**src/rtl/prog_sequencer.sv**
```systemverilog
// Program sequencer: req/done handshake, stall, jump/branch redirect,
// call/return address stack and a saturating run-cycle counter.
module prog_sequencer #(
  parameter int D          = 12,
  parameter int START_ADDR = 0,
  parameter int HALT_ADDR  = 285,
  parameter int RAS_DEPTH  = 4,
  parameter int CW         = 16
) (
  input  logic          clk,
  input  logic          reset,
  input  logic          req,
  input  logic          stall,
  input  logic          jb_en,
  input  logic          call,
  input  logic          ret,
  input  logic          halt,
  input  logic [D-1:0]  target,
  output logic [D-1:0]  prog_ctr,
  output logic          busy,
  output logic          done,
  output logic [CW-1:0] cycles,
  output logic          ras_ovf,
  output logic          ras_unf
);

  localparam int CNTW = $clog2(RAS_DEPTH + 1);
  localparam int IDXW = (RAS_DEPTH > 1) ? $clog2(RAS_DEPTH) : 1;

  localparam logic [1:0] S_IDLE = 2'd0;
  localparam logic [1:0] S_RUN  = 2'd1;
  localparam logic [1:0] S_DONE = 2'd2;

  localparam logic [CNTW-1:0] L_FULL  = CNTW'(RAS_DEPTH);
  localparam logic [D-1:0]    L_START = D'(START_ADDR);
  localparam logic [D-1:0]    L_HALT  = D'(HALT_ADDR);
  localparam logic [CW-1:0]   L_CMAX  = '1;

  logic [1:0]      r_state;
  logic [D-1:0]    r_pc;
  logic [CW-1:0]   r_cyc;
  logic [CNTW-1:0] r_cnt;
  logic            r_ovf;
  logic            r_unf;
  logic [D-1:0]    r_ras [RAS_DEPTH];

  logic [D-1:0]    w_pc_inc;
  logic [IDXW-1:0] w_push_idx;
  logic [IDXW-1:0] w_pop_idx;
  logic            w_empty;
  logic            w_full;
  logic            w_end;

  assign w_pc_inc   = r_pc + D'(1);
  assign w_push_idx = IDXW'(r_cnt);
  assign w_pop_idx  = IDXW'(r_cnt - CNTW'(1));
  assign w_empty    = (r_cnt == '0);
  assign w_full     = (r_cnt == L_FULL);
  assign w_end      = halt || (r_pc == L_HALT);

  always_ff @(posedge clk or negedge reset) begin
    if (!reset) begin
      r_state <= S_IDLE;
      r_pc    <= L_START;
      r_cyc   <= '0;
      r_cnt   <= '0;
      r_ovf   <= 1'b0;
      r_unf   <= 1'b0;
      for (int i = 0; i < RAS_DEPTH; i++) r_ras[i] <= '0;
    end else begin
      unique case (r_state)
        S_RUN: begin
          if (r_cyc != L_CMAX) r_cyc <= r_cyc + CW'(1);
          // halt outranks stall so a frozen core can still be stopped
          if (w_end) begin
            r_state <= S_DONE;
          end else if (stall) begin
            r_pc <= r_pc;
          end else if (ret) begin
            if (w_empty) begin
              r_unf <= 1'b1;
              r_pc  <= w_pc_inc;
            end else begin
              r_pc  <= r_ras[w_pop_idx];
              r_cnt <= r_cnt - CNTW'(1);
            end
          end else if (call) begin
            if (w_full) begin
              r_ovf <= 1'b1;
            end else begin
              r_ras[w_push_idx] <= w_pc_inc;
              r_cnt             <= r_cnt + CNTW'(1);
            end
            r_pc <= target;
          end else if (jb_en) begin
            r_pc <= target;
          end else begin
            r_pc <= w_pc_inc;
          end
        end
        default: begin
          if (req) begin
            r_state <= S_RUN;
            r_pc    <= L_START;
            r_cyc   <= '0;
            r_cnt   <= '0;
            r_ovf   <= 1'b0;
            r_unf   <= 1'b0;
          end
        end
      endcase
    end
  end

  assign prog_ctr = r_pc;
  assign busy     = (r_state == S_RUN);
  assign done     = (r_state == S_DONE);
  assign cycles   = r_cyc;
  assign ras_ovf  = r_ovf;
  assign ras_unf  = r_unf;

endmodule

```
**config.mk**
```make
export PLATFORM = sky130hd
export DESIGN_NAME = prog_sequencer
export DESIGN_NICKNAME = d
export VERILOG_FILES = /design/src/rtl/prog_sequencer.sv
export SDC_FILE = /design/constraint.sdc
export NUM_CORES = 1
export LEC_CHECK = 0
export CORE_MARGIN = 2
export CORE_UTILIZATION = 40
export DETAILED_ROUTE_END_ITERATION = 10
export PLACE_DENSITY = 0.58
export SYNTH_ARGS = -nofsm -noshare
export SYNTH_HDL_FRONTEND = slang
export SYNTH_SLANG_ARGS = --single-unit
```
**constraint.sdc**
```tcl
create_clock -name clk -period 2.65 [get_ports clk]
set_input_delay 0.3975 -clock clk [delete_from_list [all_inputs] [get_ports clk]]
set_output_delay 0.3975 -clock clk [all_outputs]
set_load 0.01 [all_outputs]
```
==> changes_impl.md <==
## Flow update

- Outcome: finished clean
- Logic family by area: simple AND/OR/NAND/NOR gates
- Count of state elements after synthesis: 83
- Clock root buffer: sky130_fd_sc_hd__clkbuf_8
- Resized cells post-CTS: 0
- Clock net sink count: 83
- Largest area contributor in the synthesized netlist: sky130_fd_sc_hd__dfrtp_1
- Highest-power group: combinational logic
- Depth of the most critical reg-to-reg path: 5
- Number of placement rows: 37
- Sum of routed wire length over all layers: 11300 um
- Timing startpoint of the critical path: r_state[1]
- Worst reg-to-reg setup slack: 340 ps
- Commonest non-fill, non-tap cell in the layout: sky130_fd_sc_hd__dfrtp_1
- Logic depth of the worst setup path including buffers: 3
- Clock Power: 0.879 mW
- Switching share of power: 41.0%
- Tally of nets with antenna violations remaining after routing: 0
- Proportion of cell area spent on the clock network: 3.44%
- Period utilization: 88.9%
- First-pass GRT wire length: 18700 um
- Highest routed metal layer: met4
- Total overflow reported by the global router: 0
- Largest buffer count on any clock path: 2
- Final-layout clock buffer total: 12
- Number of buffers created by CTS: 9
- Pin count of the biggest net entering global routing: 46
- M2 GR Usage: 32.8%
- Post-synthesis instance total: 444
- Met1 track utilization from global routing: 29.7%
Figure 1. Placed standard cells.
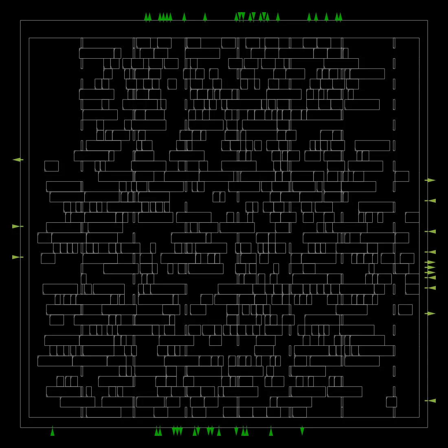
flop share of the area: 39.7%
total number of tap cells: 136
number of fillers in the final layout: 979
post-route non-filler standard cell count: 643
total number of sequential cells: 83

Figure 2. Placed cells, one color a class.
Scale: 3 px per um.
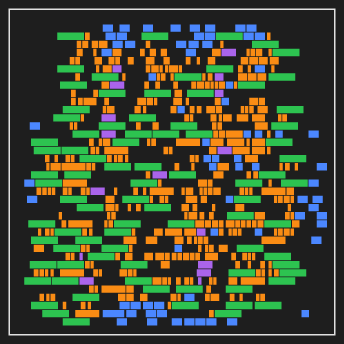
Key: other buffers and delay cells = blue [cells 70, share of their area 13%]; flops = green [cells 83, share of their area 41%]; clock drivers and dummy loads = purple [cells 16, share of their area 3.6%]; all other logic = orange [cells 338, share of their area 42%]

Figure 3. Cell density map.
Scale: 3 px per um. The die is cut into 11 by 11 equal tiles; dark blue is low, red is high, 0 to 100% covered.
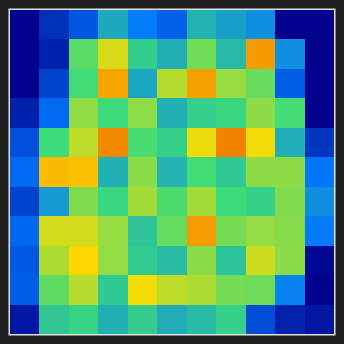
The fullest tile reaches 85%. The mean over all tiles is 43%. 7.4% of the tiles are over 75% full. 8.3% of the tiles are nearly empty.

Figure 4. M1 wires.
Scale: 4 px per um. Supply wires on this layer in gray.
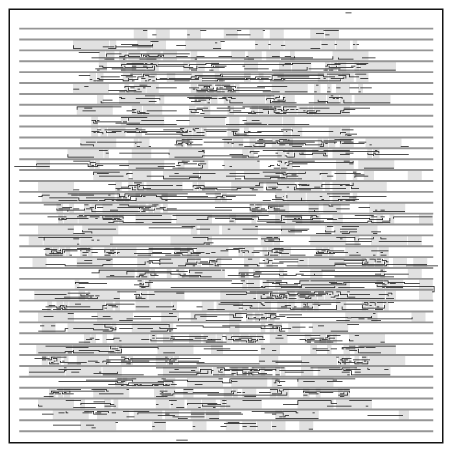
The longest straight run is 55.2 um. The layer carries 5260 um of wire. The wires run mostly horizontal. 484 nets have wire on it.

Figure 5. Port wiring.
Scale: 2 px per um.
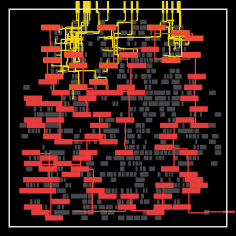
Key: `cycles` = yellow [direction output, end cells 16, buffers 16, wire 754 um]; `reset` = red [direction input, end cells 83, buffers 2, wire 660 um]
Port Buffers: 51
top-level I/O count: 52

No activity file was given, so power comes from the tool's default toggle rates.
